<file path="config.mk">
export PLATFORM = sky130hd
export DESIGN_NAME = frame_window_capture
export DESIGN_NICKNAME = d
export VERILOG_FILES = /design/src/rtl/frame_window_capture.sv
export SDC_FILE = /design/constraint.sdc
export NUM_CORES = 1
export LEC_CHECK = 0
export CORE_MARGIN = 10
export CORE_UTILIZATION = 52
export DETAILED_ROUTE_END_ITERATION = 6
export PLACE_DENSITY = 0.81
export SYNTH_ARGS = -nofsm -noshare
export SYNTH_HDL_FRONTEND = slang
export SYNTH_SLANG_ARGS = --single-unit
</file>
<file path="constraint.sdc">
create_clock -name iCLK -period 4.9 [get_ports iCLK]
set_clock_uncertainty 0.15 [all_clocks]
set_input_delay 0.735 -clock iCLK [delete_from_list [all_inputs] [get_ports iCLK]]
set_output_delay 0.735 -clock iCLK [all_outputs]
set_load 0.05 [all_outputs]
</file>
<file path="src/rtl/frame_window_capture.sv">
// frame_window_capture: after N skipped frames, writes one windowed frame (channel/RGB565, optional 2x2 decimation) to memory
module frame_window_capture #(
  parameter int COLOR_W     = 10,
  parameter int MEM_DW      = 16,
  parameter int MEM_AW      = 20,
  parameter int H_START     = 144,
  parameter int V_START     = 35,
  parameter int H_RES       = 640,
  parameter int V_RES       = 480,
  parameter int SKIP_FRAMES = 300,
  parameter int FRAME_X     = 143,
  parameter int FRAME_Y     = 34
) (
  input  logic               iCLK,
  input  logic               iRST,
  input  logic [COLOR_W-1:0] iRed,
  input  logic [COLOR_W-1:0] iGreen,
  input  logic [COLOR_W-1:0] iBlue,
  input  logic [12:0]        iX,
  input  logic [12:0]        iY,
  input  logic               iStart,
  input  logic [1:0]         iMode,
  input  logic               iDecim,
  output logic [MEM_AW-1:0]  oMemAddr,
  output logic [MEM_DW-1:0]  oMemData,
  output logic               oMemWE,
  output logic               oStopCapture,
  output logic               oBusy,
  output logic               oDone,
  output logic [MEM_AW-1:0]  oWordCount
);
  typedef enum logic [1:0] {IDLE, ARM, CAPTURE, DONE} state_t;
  localparam int AW1 = MEM_AW + 1;
  state_t             r_state;
  logic [15:0]        r_cnt;
  logic [1:0]         r_mode;
  logic               r_decim;
  logic [MEM_AW-1:0]  r_addr;
  logic [MEM_DW-1:0]  r_data;
  logic               r_we;
  logic               r_stop;
  logic               r_done;
  logic [MEM_AW-1:0]  r_wc;
  logic               w_mark;
  logic               w_hit;
  logic               w_wr;
  logic [12:0]        w_dx;
  logic [12:0]        w_dy;
  logic [MEM_AW-1:0]  w_addr;
  logic [15:0]        w_rgb;
  logic [MEM_DW-1:0]  w_data;
  assign w_mark = iX == 13'(FRAME_X) && iY == 13'(FRAME_Y);
  assign w_hit  = 32'(iX) >= H_START && 32'(iX) < H_START + H_RES &&
                  32'(iY) >= V_START && 32'(iY) < V_START + V_RES;
  assign w_dx   = iX - 13'(H_START);
  assign w_dy   = iY - 13'(V_START);
  assign w_wr   = r_state == CAPTURE && w_hit && (!r_decim || (!w_dx[0] && !w_dy[0]));
  // computed one bit wider than the port, then truncated
  assign w_addr = MEM_AW'(r_decim ? AW1'(w_dx[12:1]) + AW1'(H_RES / 2) * AW1'(w_dy[12:1])
                                  : AW1'(w_dx) + AW1'(H_RES) * AW1'(w_dy));
  assign w_rgb  = {iRed[COLOR_W-1-:5], iGreen[COLOR_W-1-:6], iBlue[COLOR_W-1-:5]};
  assign w_data = r_mode == 2'd3 ? MEM_DW'(w_rgb)  :
                  r_mode == 2'd2 ? MEM_DW'(iBlue)  :
                  r_mode == 2'd1 ? MEM_DW'(iGreen) : MEM_DW'(iRed);
  always_ff @(posedge iCLK) begin
    if (iRST) begin
      r_state <= IDLE;
      r_cnt   <= '0;
      r_mode  <= '0;
      r_decim <= 1'b0;
      r_addr  <= '0;
      r_data  <= '0;
      r_we    <= 1'b0;
      r_stop  <= 1'b0;
      r_done  <= 1'b0;
      r_wc    <= '0;
    end else begin
      r_we   <= w_wr;
      r_stop <= r_state == CAPTURE;
      if (w_wr) begin
        r_addr <= w_addr;
        r_data <= w_data;
        r_wc   <= r_wc + 1'b1;
      end
      case (r_state)
        IDLE, DONE: if (iStart) begin
          r_state <= ARM;
          r_cnt   <= '0;
          r_wc    <= '0;
          r_mode  <= iMode;
          r_decim <= iDecim;
          r_done  <= 1'b0;
        end
        ARM: if (w_mark) begin
          if (r_cnt == 16'(SKIP_FRAMES)) r_state <= CAPTURE;
          else r_cnt <= r_cnt + 1'b1;
        end
        CAPTURE: if (w_mark) begin
          r_state <= DONE;
          r_done  <= 1'b1;
        end
        default: r_state <= IDLE;
      endcase
    end
  end
  assign oMemAddr     = r_addr;
  assign oMemData     = r_data;
  assign oMemWE       = r_we;
  assign oStopCapture = r_stop;
  assign oBusy        = r_state == ARM || r_state == CAPTURE;
  assign oDone        = r_done;
  assign oWordCount   = r_wc;
endmodule

</file>
==> impl_report.txt, run 1 <==
IMPLEMENTATION SUMMARY REPORT
----------------------------------------------------
[Outcome]
  Status ........................ finished clean

[Synth]
  Post-synthesis register bit count ........................ ~80
  Prevailing post-synth register cell ........................ sky130_fd_sc_hd__dfxtp_1
  Dominant cell by count in the synthesized netlist ........................ sky130_fd_sc_hd__nor2_1
  Total nets after synthesis ........................ 792
  Compound Share, Synth ........................ 14.03%
  XOR/XNOR Fraction of Synth Area ........................ 12.09%
  Syn Std Cell Area ........................ 5724 sq um
  Sequential fraction of the synthesis area ........................ 27.98%
  Number of cells in Yosys stat ........................ 683
  Post-synthesis average cell area ........................ about 8.4 sq um

[Die]
  Die boundary width ........................ roughly 120 microns
  Core utilization before placement ........................ 53.04%
  Core footprint ........................ 10790 sq um

[Final timing]
  Shortest period the worst path allows ........................ roughly 4600 ps
  Worst hold slack across all endpoints ........................ 303.9 ps
  Final Hold Viols ........................ 0
  Ratio of final minimum period to clock period ........................ 93.87%
  Max Clk Rate ........................ ~220 MHz
  Fin worst setup slack ........................ 300.4 ps
  Finish-stage setup viols ........................ 0
  Total negative slack ........................ 0 ps

[Clock tree]
  Resized cells post-CTS ........................ 0
  Num CTS Buffers ........................ 9
  H-tree depth reported by CTS ........................ 3
  TritonCTS clock tree ........................ built
  Root buffer cell ........................ sky130_fd_sc_hd__clkbuf_8

[Route]
  Number of optimization iterations in the first detailed-route pass ........................ 7
  Number of vias per cell ........................ 5.712
  Routed WL ........................ 17.36 mm

[Hold path]
  Start point of the worst hold path ........................ oMemData[13]$_SDFFE_PP0P_
  Worst hold path stage count ........................ 2
  Type of the most critical hold path ........................ flip-flop to flip-flop

[Final layout]
  Non-clock buffers, area share ........................ 20.32%
  Design area ........................ ~7500 sq um
  Most used logic cell in the final layout ........................ sky130_fd_sc_hd__clkdlybuf4s50_1
  Multi-input combinational gate total ........................ 541
  Seq area share ........................ 21.32%
  Area Growth Syn to Fin ........................ 31.23%
  Diode count ........................ 0
  Register area ........................ 1602 sq um
  Number of inserted filler cells in the final layout ........................ 881
  Finished Layout Cells ........................ 970
  Flip-flops ........................ 80
  Nets@finish ........................ 934
  Area taken by multi-input logic gates ........................ 3908 sq um

[Power]
  PnR Total Power ........................ 2.382 mW
  Worst vdd rail ir drop ........................ between 200 and 250 uV
  Combinational cell fraction of total power ........................ 51.0%
  Power density over the cells ........................ around 320 nW/um^2
  Clock net power ........................ 471 uW

[Setup path]
  Critical path launch point ........................ iY[0]
  Worst-case register-to-register setup slack ........................ between 2000 and 2500 ps
  Critical register-to-register path startpoint ........................ r_cnt[0]$_SDFFE_PP0P_
  R2R Path End ........................ r_cnt[15]$_SDFFE_PP0P_

[Placement]
  Last weighted congestion value of the routability-driven placer ........................ approximately 0.94
  HPWL after detailed placement ........................ between 10 and 15 mm
  Total cell area at the placement stage ........................ 7284 sq um

[Run]
  Tally of max-capacitance violations ........................ 0

[Global route]
  Most used routing layer in global routing ........................ met2
  Wire length of the first global-routing pass ........................ 28.39 mm
  Number of antenna violations at the first check in global routing ........................ 0
  Met1 Track Usage GR ........................ 23.98%

----------------------------------------------------
run 1: critical path: stages:
cell	delay, ps
sky130_fd_sc_hd__clkdlybuf4s50_1	500
sky130_fd_sc_hd__a2111o_1	520
sky130_fd_sc_hd__a21oi_1	210
sky130_fd_sc_hd__xor2_1	250
sky130_fd_sc_hd__ha_1	290
sky130_fd_sc_hd__ha_1	380
sky130_fd_sc_hd__a21oi_2	230
sky130_fd_sc_hd__buf_4	160
sky130_fd_sc_hd__o21a_1	220
sky130_fd_sc_hd__a21oi_1	160
sky130_fd_sc_hd__xnor2_1	390
sky130_fd_sc_hd__and4bb_2	290
sky130_fd_sc_hd__xnor2_1	150
sky130_fd_sc_hd__nand2_1	70
sky130_fd_sc_hd__a21o_1	160
**Run 1: sequential cells coloured by netlist name**

Drawn at 4 px/micron. Other sequential cells in the stronger grey, the rest of the logic in the fainter grey.
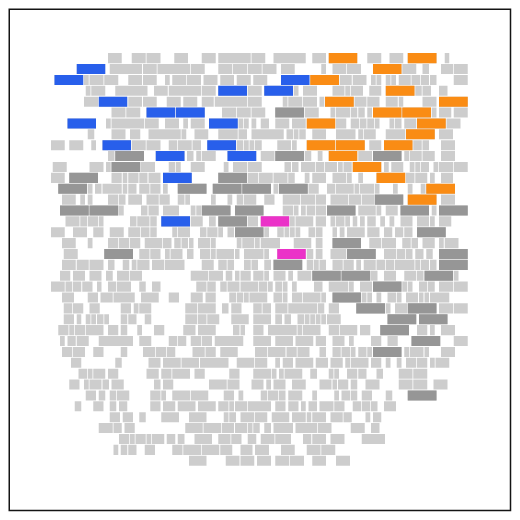
Key: blue = oMemData [flops 16]; orange = oWordCount [flops 20, where north-east]; magenta = r_state [flops 2]
Another 42 sequential cells are not coloured.

**Run 1: M4 wires**

Drawn at 4 px/micron. Supply wires on this layer in grey. Cells faint in the background.
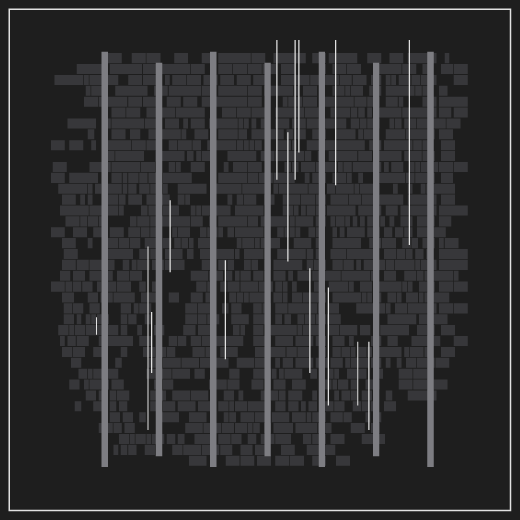
The wires run mostly vertical. 14 nets have wire on it. The layer carries 416 microns of wire. The longest straight run is 51.0 microns. The layer holds 2.4% of the routed length.

**Run 1: wiring by layer**

Drawn at 4 px/micron.
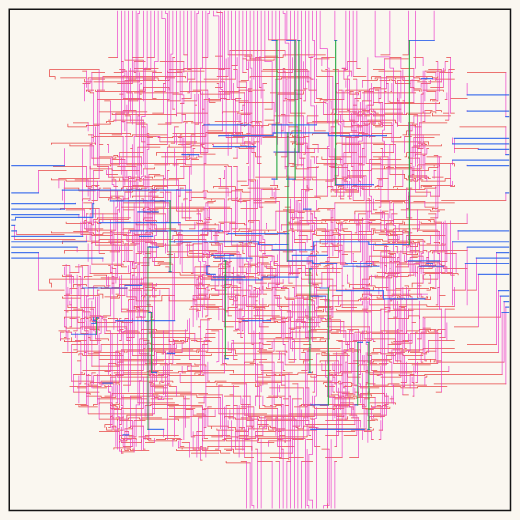
Key: red = M1 [wire length 7050 microns]; magenta = M2 [wire length 9060 microns]; green = M4 [wire length 416 microns]; blue = M3 [wire length 839 microns]

## Run 2: what changed since run 1
--- a/config.mk
+++ b/config.mk
@@ -5,7 +5,7 @@
 export SDC_FILE = /design/constraint.sdc
 export NUM_CORES = 1
 export LEC_CHECK = 0
-export CORE_MARGIN = 10
+export CORE_MARGIN = 1
 export CORE_UTILIZATION = 52
 export DETAILED_ROUTE_END_ITERATION = 6
 export PLACE_DENSITY = 0.81
**Run 2: wiring by layer**

Drawn at 4 px/micron.
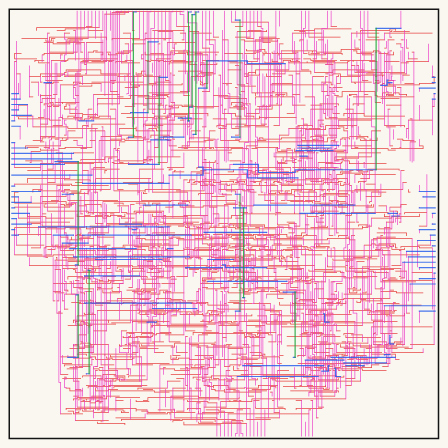
Key: blue = M3 [wire length 832 microns]; green = M4 [wire length 358 microns]; magenta = M2 [wire length 7860 microns]; red = M1 [wire length 6850 microns]

**Run 2: M4 wires**

Drawn at 6 px/micron. Supply wires on this layer in grey. Cells faint in the background.
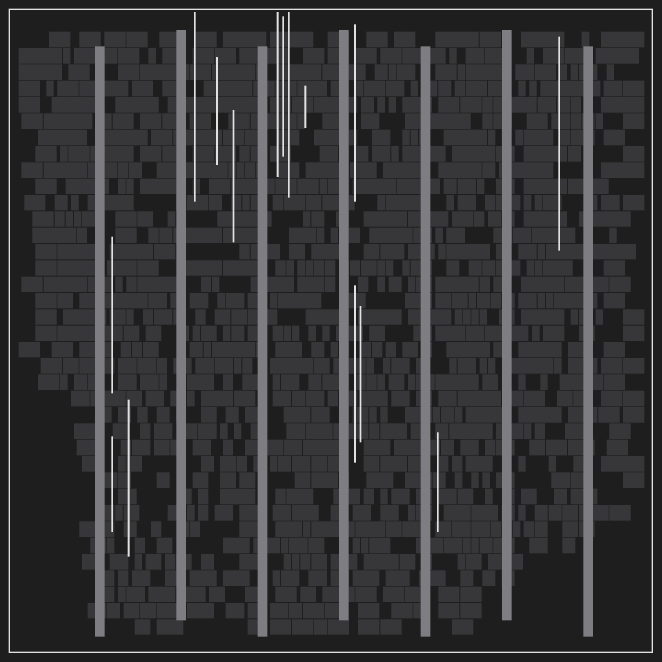
15 nets have wire on it. The longest straight run is 35.4 microns. The layer holds 2.3% of the routed length. The wires run mostly vertical.

==> run 2 against run 1 <==
Worst setup slack got worse by 32 ps. Register-to-register slack lost 40 ps. Flip-flop count unchanged. Largest cell class unchanged. Via count hardly changed. Core utilization rose by 1.3 points. Clock power increased by 3%. Sequential power about the same. Worst hold slack gained 5.7 ps. Count of clock-buffer cells in the layout unchanged. Critical path type unchanged. Fmax is 0.69% lower. Routed wire length shrank 8.4%. Die size fell by 27%.
==> impl_report.txt, run 2 <==
IMPLEMENTATION SUMMARY REPORT
----------------------------------------------------
[Route]
  Number of vias per cell ........................ 5.785 (was 5.712)
  Routed WL ........................ 15.90 mm (was 17.36 mm)
  Number of optimization iterations in the first detailed-route pass ........................ 5 (was 7)

[Final timing]
  Shortest period the worst path allows ........................ 4632 ps (was 4600 ps)
  Finish-stage setup viols ........................ 0 (unchanged)
  Fin worst setup slack ........................ 268.5 ps (was 300.4 ps)
  Total negative slack ........................ 0 ps (unchanged)
  Ratio of final minimum period to clock period ........................ 94.52% (was 93.87%)
  Final Hold Viols ........................ 0 (unchanged)
  Max Clk Rate ........................ 215.9 MHz (was 217.4 MHz)
  Setup repair after global routing missed its margin ........................ false

[Final layout]
  Nets@finish ........................ 926 (was 934)
  Number of inserted filler cells in the final layout ........................ 863 (was 881)
  Area Growth Syn to Fin ........................ 30.10% (was 31.23%)
  Diode count ........................ 0 (unchanged)
  Finished Layout Cells ........................ 958 (was 970)
  Area taken by multi-input logic gates ........................ 3899 sq um (was 3908 sq um)
  Design area ........................ 7447 sq um (was 7512 sq um)
  Most used logic cell in the final layout ........................ sky130_fd_sc_hd__clkdlybuf4s50_1 (unchanged)

[Hold path]
  Worst hold path stage count ........................ 2 (unchanged)
  Start point of the worst hold path ........................ oMemData[11]$_SDFFE_PP0P_ (was oMemData[13]$_SDFFE_PP0P_)
  Type of the most critical hold path ........................ flip-flop to flip-flop (unchanged)

[Synth]
  Syn Std Cell Area ........................ 5724 sq um (unchanged)
  XOR/XNOR Fraction of Synth Area ........................ 12.09% (unchanged)
  Number of cells in Yosys stat ........................ 683 (unchanged)
  Area share of the leading cell type in the synthesized netlist ........................ 27.98% (unchanged)
  Dominant cell by count in the synthesized netlist ........................ sky130_fd_sc_hd__nor2_1 (unchanged)
  Compound Share, Synth ........................ 14.03% (unchanged)
  Main area contributors after synthesis ........................ sky130_fd_sc_hd__dfxtp_1 28%, sky130_fd_sc_hd__ha_1 9.4%, sky130_fd_sc_hd__xor2_1 6.9% (unchanged)
  Sequential fraction of the synthesis area ........................ 27.98% (unchanged)
  Post-synthesis register bit count ........................ 80 (unchanged)
  Prevailing post-synth register cell ........................ sky130_fd_sc_hd__dfxtp_1 (unchanged)

[Global route]
  Pin count of the biggest net entering global routing ........................ 44 (was 43)
  Wire length of the first global-routing pass ........................ 26.46 mm (was 28.39 mm)
  Number of antenna violations at the first check in global routing ........................ 0 (unchanged)

[Placement]
  Last weighted congestion value of the routability-driven placer ........................ 0.8968 (was 0.9434)
  Tally of buffers added on design ports ........................ 121 (unchanged)
  Total cell area at the placement stage ........................ 7219 sq um (was 7284 sq um)

[Clock tree]
  Resized cells post-CTS ........................ 0 (unchanged)
  TritonCTS clock tree ........................ built (unchanged)
  Num CTS Buffers ........................ 9 (unchanged)

[Setup path]
  Critical Path Most Common Cell ........................ sky130_fd_sc_hd__ha_1
  Crit-path max cell delay ........................ 600 ps (was 520 ps)
  Largest delay contributor family on the critical path ........................ adder cells (was AND-OR/OR-AND gates)
  Sum of buffers and inverters on the critical path ........................ 2 (unchanged)
  Cell with the largest stage delay on the worst path ........................ sky130_fd_sc_hd__o21ai_0 (was sky130_fd_sc_hd__a2111o_1)
  Critical Path, Cell by Cell ........................ clkdlybuf4s50_1, ha_1, nor3_1, xor2_1, ha_1, ha_1, fa_1, ha_1, inv_1, a21oi_1, o21ai_0, a21boi_0, xor2_1, a21oi_1, a211oi_1 (was clkdlybuf4s50_1, a2111o_1, a21oi_1, xor2_1, ha_1, ha_1, a21oi_2, buf_4, o21a_1, a21oi_1, xnor2_1, and4bb_2, xnor2_1, nand2_1, a21o_1)
  CP required ........................ 5020 ps (about the same)
  Worst-case register-to-register setup slack ........................ 2220 ps (was 2260 ps)
  Critical path launch point ........................ iY[0] (unchanged)
  R2R Path End ........................ oMemAddr[19]$_SDFFE_PP0P_ (was r_cnt[15]$_SDFFE_PP0P_)
  Critical register-to-register path startpoint ........................ r_state[0]$_SDFFE_PP0P_ (was r_cnt[0]$_SDFFE_PP0P_)
  Stages on worst setup path ........................ 15 (unchanged)

[Die]
  Core footprint ........................ 10510 sq um (was 10790 sq um)
  Die Size ........................ 11430 sq um (was 15610 sq um)
  Die boundary width ........................ 106.9 microns (was 124.9 microns)

[Outcome]
  Status ........................ finished clean (unchanged)

[Power]
  PnR Total Power ........................ 2.358 mW (was 2.382 mW)
  Power density over the cells ........................ 316.6 nW/um^2 (was 317.1 nW/um^2)
  Worst vdd rail ir drop ........................ 235.1 uV (was 222.9 uV)

----------------------------------------------------
-- run 2: metal layers --
metal	track usage, %	wire length [microns]	share of wire (%)	vias to the layer above
li1	-	-	-	2700
met1	36.84	6853	43	2625
met2	49.26	7855	49	187
met3	4.863	832	5.2	30
met4	9.687	358	2.3	0
met5	0	0	0	-
-- run 2: where the power goes --
part	total [mW]	switching (mW)	internal (mW)	leakage, nW
Clock	0.485	0.249	0.237	0.0887
Combinational	1.18	0.669	0.507	2.03
Sequential	0.696	0.0292	0.667	0.645
-- run 2: final cells by class --
class | count | area share, %
Clock buffer | 10 | 1.714
Clock inverter | 6 | 0.9409
Inverter | 30 | 1.512
Multi-Input combinational cell | 541 | 52.35
Sequential cell | 80 | 21.51
Tap cell | 136 | 2.285
Timing Repair Buffer | 155 | 19.69
## Run 3: what changed since run 2
--- a/config.mk
+++ b/config.mk
@@ -6,9 +6,10 @@
 export NUM_CORES = 1
 export LEC_CHECK = 0
 export CORE_MARGIN = 1
-export CORE_UTILIZATION = 52
+export CORE_UTILIZATION = 46
 export DETAILED_ROUTE_END_ITERATION = 6
-export PLACE_DENSITY = 0.81
+export GPL_TIMING_DRIVEN = 0
+export PLACE_DENSITY = 0.73
 export SYNTH_ARGS = -nofsm -noshare
 export SYNTH_HDL_FRONTEND = slang
 export SYNTH_SLANG_ARGS = --single-unit
**Run 3: the clock network**

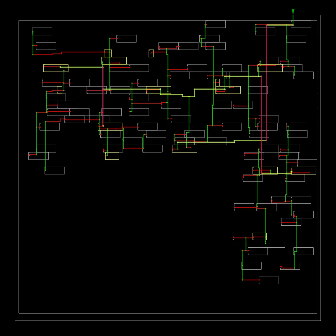
Insertion Delay late pin: 330 ps
flip-flops: 80
clock buffer count: 12
Clock net power: 619 uW

**Run 3: cell area per tile**

Drawn at 3 px/micron. The die is cut into 11 by 11 equal tiles; white is low, dark blue is high, 0 to 100% covered.
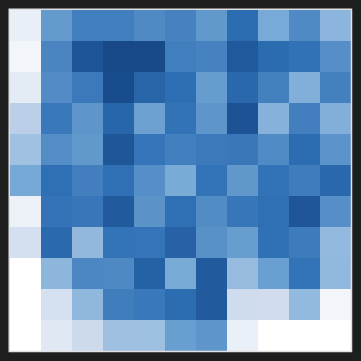
5.0% of the tiles are nearly empty. The fullest tile reaches 90%. 18% of the tiles are over 75% full.

==> run 3 against run 2 <==
Combinational power hardly changed. Sequential power is 2% lower. First-iteration DRC count is 16% lower. Flip-flop count stayed put. Critical path type unchanged. Critical endpoint is now oMemAddr[19]$_SDFFE_PP0P_. Highest routed layer unchanged.
==> impl_report.txt, run 3 <==
IMPLEMENTATION SUMMARY REPORT
----------------------------------------------------
[Outcome]
  Status ........................ finished clean (unchanged)

[Synth]
  Count of library flops with an enable pin ........................ 0 (unchanged)
  Syn Std Cell Area ........................ 5724 sq um (unchanged)
  Total nets after synthesis ........................ 792 (unchanged)
  Count of warnings emitted by yosys ........................ 0 (unchanged)
  Ys async rst share ........................ 0% (unchanged)
  Prevailing post-synth register cell ........................ sky130_fd_sc_hd__dfxtp_1 (unchanged)
  Sequential fraction of the synthesis area ........................ 27.98% (unchanged)
  Main area contributors after synthesis ........................ sky130_fd_sc_hd__dfxtp_1 28%, sky130_fd_sc_hd__ha_1 9.4%, sky130_fd_sc_hd__xor2_1 6.9% (unchanged)
  Number of cells in Yosys stat ........................ 683 (unchanged)
  Post-synthesis instance total ........................ 683 (unchanged)
  Unique masters post-synth ........................ 65 (unchanged)
  Dominant cell by count in the synthesized netlist ........................ sky130_fd_sc_hd__nor2_1 (unchanged)
  Library cell occupying the most area in the post-synthesis netlist ........................ sky130_fd_sc_hd__dfxtp_1 (unchanged)
  Area share of the leading cell type in the synthesized netlist ........................ 27.98% (unchanged)
  Yosys Chip Area ........................ 5724 sq um (unchanged)
  Post-synthesis register bit count ........................ 80 (unchanged)
  Top cells by instance count after synthesis ........................ 100 x sky130_fd_sc_hd__nor2_1, 80 x sky130_fd_sc_hd__dfxtp_1, 46 x sky130_fd_sc_hd__a21oi_1 (unchanged)
  Post-synthesis average cell area ........................ 8.381 sq um (unchanged)

[Setup path]
  Biggest fanout along the worst timing path ........................ 10 (was 5)
  Start-to-end type of the worst setup path ........................ input port to flip-flop (unchanged)
  Cell with the largest stage delay on the worst path ........................ sky130_fd_sc_hd__clkdlybuf4s50_1 (was sky130_fd_sc_hd__o21ai_0)
  Critical path launch point ........................ iY[1] (was iY[0])
  Endpoint type of the worst setup path ........................ flip-flop (unchanged)
  Critical register-to-register path startpoint ........................ r_state[0]$_SDFFE_PP0P_ (unchanged)
  Worst path arrival time ........................ 4790 ps (was 4750 ps)
  Crit-path max cell delay ........................ 490 ps (was 600 ps)
  Path depth of the worst reg2reg path ........................ 11 (was 10)
  Worst-case register-to-register setup slack ........................ 2460 ps (was 2220 ps)
  Type of element launching the critical path ........................ input port (unchanged)
  R2R Path End ........................ oMemAddr[19]$_SDFFE_PP0P_ (unchanged)
  Stages on worst setup path ........................ 16 (was 15)
  Largest delay contributor family on the critical path ........................ AND-OR/OR-AND gates (was adder cells)
  Critical Path, Cell by Cell ........................ clkdlybuf4s50_1, ha_1, o41ai_4, nand2_1, xnor2_1, ha_1, ha_1, buf_2, o211ai_1, o211a_1, o211ai_1, nand4_1, and4bb_2, xnor2_1, nand2_1, a21o_1 (was clkdlybuf4s50_1, ha_1, nor3_1, xor2_1, ha_1, ha_1, fa_1, ha_1, inv_1, a21oi_1, o21ai_0, a21boi_0, xor2_1, a21oi_1, a211oi_1)
  Critical Path Most Common Cell ........................ sky130_fd_sc_hd__ha_1 (unchanged)
  CP required ........................ 4980 ps (was 5020 ps)
  Termination of the worst setup path ........................ oMemAddr[19]$_SDFFE_PP0P_ (was oMemAddr[14]$_SDFFE_PP0P_)
  Sum of buffers and inverters on the critical path ........................ 2 (unchanged)

[Route]
  Uppermost layer routed ........................ met4 (unchanged)
  WL met1 ........................ 6.817 mm (was 6.853 mm)
  Routed wirelength normalized by instance count ........................ 16.29 microns (was 16.60 microns)
  DRC violation count after routing ........................ 0 (unchanged)
  Via count ........................ 5520 (was 5542)
  Count of antenna-violating nets left after detailed routing ........................ 0 (unchanged)
  Detailed route wirelength on metal3 ........................ 813 microns (was 832 microns)
  Number of vias per cell ........................ 5.576 (was 5.785)
  Routed WL ........................ 16.13 mm (was 15.90 mm)
  DRT iter0 DRCs ........................ 260 (was 308)
  Number of optimization iterations in the first detailed-route pass ........................ 4 (was 5)
  Met2 WL ........................ 8.070 mm (was 7.855 mm)

[Clock tree]
  H-tree depth reported by CTS ........................ 3 (unchanged)
  TritonCTS clock tree ........................ built (unchanged)
  Number of buffers inserted by hold repair at cts ........................ 0 (unchanged)
  Root buffer cell ........................ sky130_fd_sc_hd__clkbuf_16 (was sky130_fd_sc_hd__clkbuf_8)
  Num CTS Buffers ........................ 9 (unchanged)
  TritonCTS Sinks ........................ 80 (unchanged)
  Clock slew at reported path FFs ........................ 60 ps (was 70 ps)
  Clock tree buffer depth ........................ 2 (unchanged)

[Run]
  OpenROAD warning count ........................ 33 (was 31)
  Tally of max-capacitance violations ........................ 0 (unchanged)

[Final layout]
  Most used logic cell in the final layout ........................ sky130_fd_sc_hd__clkdlybuf4s50_1 (unchanged)
  Clock Network Area Fraction ........................ 3.631% (was 2.655%)
  Area Growth Syn to Fin ........................ 31.83% (was 30.10%)
  Share of cells above drive strength 1 ........................ 8.516% (was 9.124%)
  Count of inverters other than clock inverters in the layout ........................ 30 (unchanged)
  Non-clock buffers, area share ........................ 18.32% (was 19.69%)
  Design area ........................ 7546 sq um (was 7447 sq um)
  Dominant logic cell types in the final layout ........................ 119 x sky130_fd_sc_hd__clkdlybuf4s50_1, 100 x sky130_fd_sc_hd__nor2_1, 80 x sky130_fd_sc_hd__dfxtp_1 (was 121 x sky130_fd_sc_hd__clkdlybuf4s50_1, 100 x sky130_fd_sc_hd__nor2_1, 80 x sky130_fd_sc_hd__dfxtp_1)
  Leading cell category by total area ........................ multi-input combinational cells (unchanged)
  Seq area share ........................ 21.22% (was 21.51%)
  Nets@finish ........................ 927 (was 926)
  Area taken by multi-input logic gates ........................ 3965 sq um (was 3899 sq um)
  Non-Clock Buffer Count ........................ 156 (was 155)
  Number of inserted filler cells in the final layout ........................ 1040 (was 863)
  Diode count ........................ 0 (unchanged)
  Finished Layout Cells ........................ 990 (was 958)
  Register area ........................ 1602 sq um (unchanged)
  Multi-input combinational gate total ........................ 541 (unchanged)
  Multi-input gate share of the layout cell area ........................ 52.55% (was 52.35%)
  Post-route core utilization ........................ 62.56% (was 70.87%)

[Placement]
  Total cell area at the placement stage ........................ 7136 sq um (was 7219 sq um)
  Pre-CTS setup slack ........................ -682.0 ps (was -185.5 ps)
  Tally of buffers added on design ports ........................ 120 (was 121)
  Last weighted congestion value of the routability-driven placer ........................ 0.9200 (was 0.8968)
  Post-Place Cells ........................ 971 (was 942)
  HPWL after detailed placement ........................ 12.59 mm (was 12.27 mm)

[Hold path]
  Worst hold path stage count ........................ 2 (unchanged)
  Hold Path Sink ........................ oMemData[15]$_SDFFE_PP0P_ (was oMemData[11]$_SDFFE_PP0P_)
  Type of the most critical hold path ........................ flip-flop to flip-flop (unchanged)
  Start point of the worst hold path ........................ oMemData[15]$_SDFFE_PP0P_ (was oMemData[11]$_SDFFE_PP0P_)

[Die]
  Core footprint ........................ 12060 sq um (was 10510 sq um)
  Placement Rows ........................ 40 (was 37)
  Die Size ........................ 12890 sq um (was 11430 sq um)
  Top-Level Pins ........................ 122 (unchanged)
  Core utilization before placement ........................ 47.46% (was 54.47%)
  Tap cell count ........................ 168 (was 136)
  Height of the chip ........................ 113.6 microns (was 106.9 microns)
  Die boundary width ........................ 113.6 microns (was 106.9 microns)

[Global route]
  Wire length of the first global-routing pass ........................ 26.53 mm (was 26.46 mm)
  Met1 Track Usage GR ........................ 31.14% (was 36.84%)
  Global route overflow ........................ 0 (unchanged)
  Met3 global-route usage ........................ 5.048% (was 4.863%)
  Via count of the first global-routing pass ........................ 5614 (was 5496)
  Pin count of the biggest net entering global routing ........................ 13 (was 44)
  Total routing usage reported by global routing ........................ 25.78% (was 28.88%)
  Most used routing layer in global routing ........................ met2 (unchanged)
  Global routing met2 resource utilization ........................ 45.04% (was 49.26%)
  Number of antenna violations at the first check in global routing ........................ 0 (unchanged)

[Power]
  Switching fraction of total power ........................ 38.93% (was 40.17%)
  Clk network pwr share ........................ 25.1% (was 20.6%)
  PnR Total Power ........................ 2.469 mW (was 2.358 mW)
  Net switching component of the power ........................ 961.0 uW (was 947.1 uW)
  Combinational cell fraction of total power ........................ 47.4% (was 49.9%)
  Top contributor to total power ........................ combinational cells (unchanged)
  Comb pwr ........................ 1.17 mW (was 1.18 mW)
  Part of the total power dissipated in sequential elements ........................ 27.5% (was 29.5%)
  Power density over the cells ........................ 327.2 nW/um^2 (was 316.6 nW/um^2)
  Static leakage power ........................ 2.793 nW (was 2.766 nW)
  Worst vdd rail ir drop ........................ 193.0 uV (was 235.1 uV)
  Internal power component ........................ 1.508 mW (was 1.411 mW)
  Sequential-cell power consumption ........................ 679 uW (was 696 uW)

[Final timing]
  Measured slew at the worst slew-check pin ........................ 643.1 ps (was 987.1 ps)
  Max Clk Rate ........................ 212.5 MHz (was 215.9 MHz)
  Total negative slack ........................ 0 ps (unchanged)
  Shortest period the worst path allows ........................ 4705 ps (was 4632 ps)
  Finish-stage setup viols ........................ 0 (unchanged)
  Max-slew violation total from the final report ........................ 0 (unchanged)
  Max transition margin ........................ 56.68% (was 34.06%)
  Ratio of final minimum period to clock period ........................ 96.03% (was 94.52%)
  Setup repair after global routing missed its margin ........................ true (was false)
  Final Hold Viols ........................ 0 (unchanged)
  Fin worst setup slack ........................ 194.5 ps (was 268.5 ps)
  Worst hold slack across all endpoints ........................ 299.6 ps (was 309.6 ps)

----------------------------------------------------
## run 3: worst min-delay path: stages, from the launching register on
cell	delay [ps]
sky130_fd_sc_hd__dfxtp_1	310
sky130_fd_sc_hd__nand2_1	50
sky130_fd_sc_hd__a21oi_1	50
## run 3: kinds of logic (layout without fill, tap and decap cells)
logic type      after synthesis  after routing  synth area share [%]
flops                        80             80                 27.98
mux                          30             30                 7.454
simple gates                259            259                 23.10
compound gates              126            126                 14.03
xor+xnor                     79             79                 12.09
fa+ha+maj                    47             47                 10.80
buf+inv                      62            201                 4.546
## run 3: what timing repair did
item / in CTS / in global routing
endpoints found under the setup margin: 6 / 7
gates cloned: 0 / 0
gates resized: 6 / 15
pin swaps: 0 / 6
endpoints found under the hold margin: 0 / 0
buffers inserted: 0 / 4
No activity file was given, so power comes from the tool's default toggle rates.
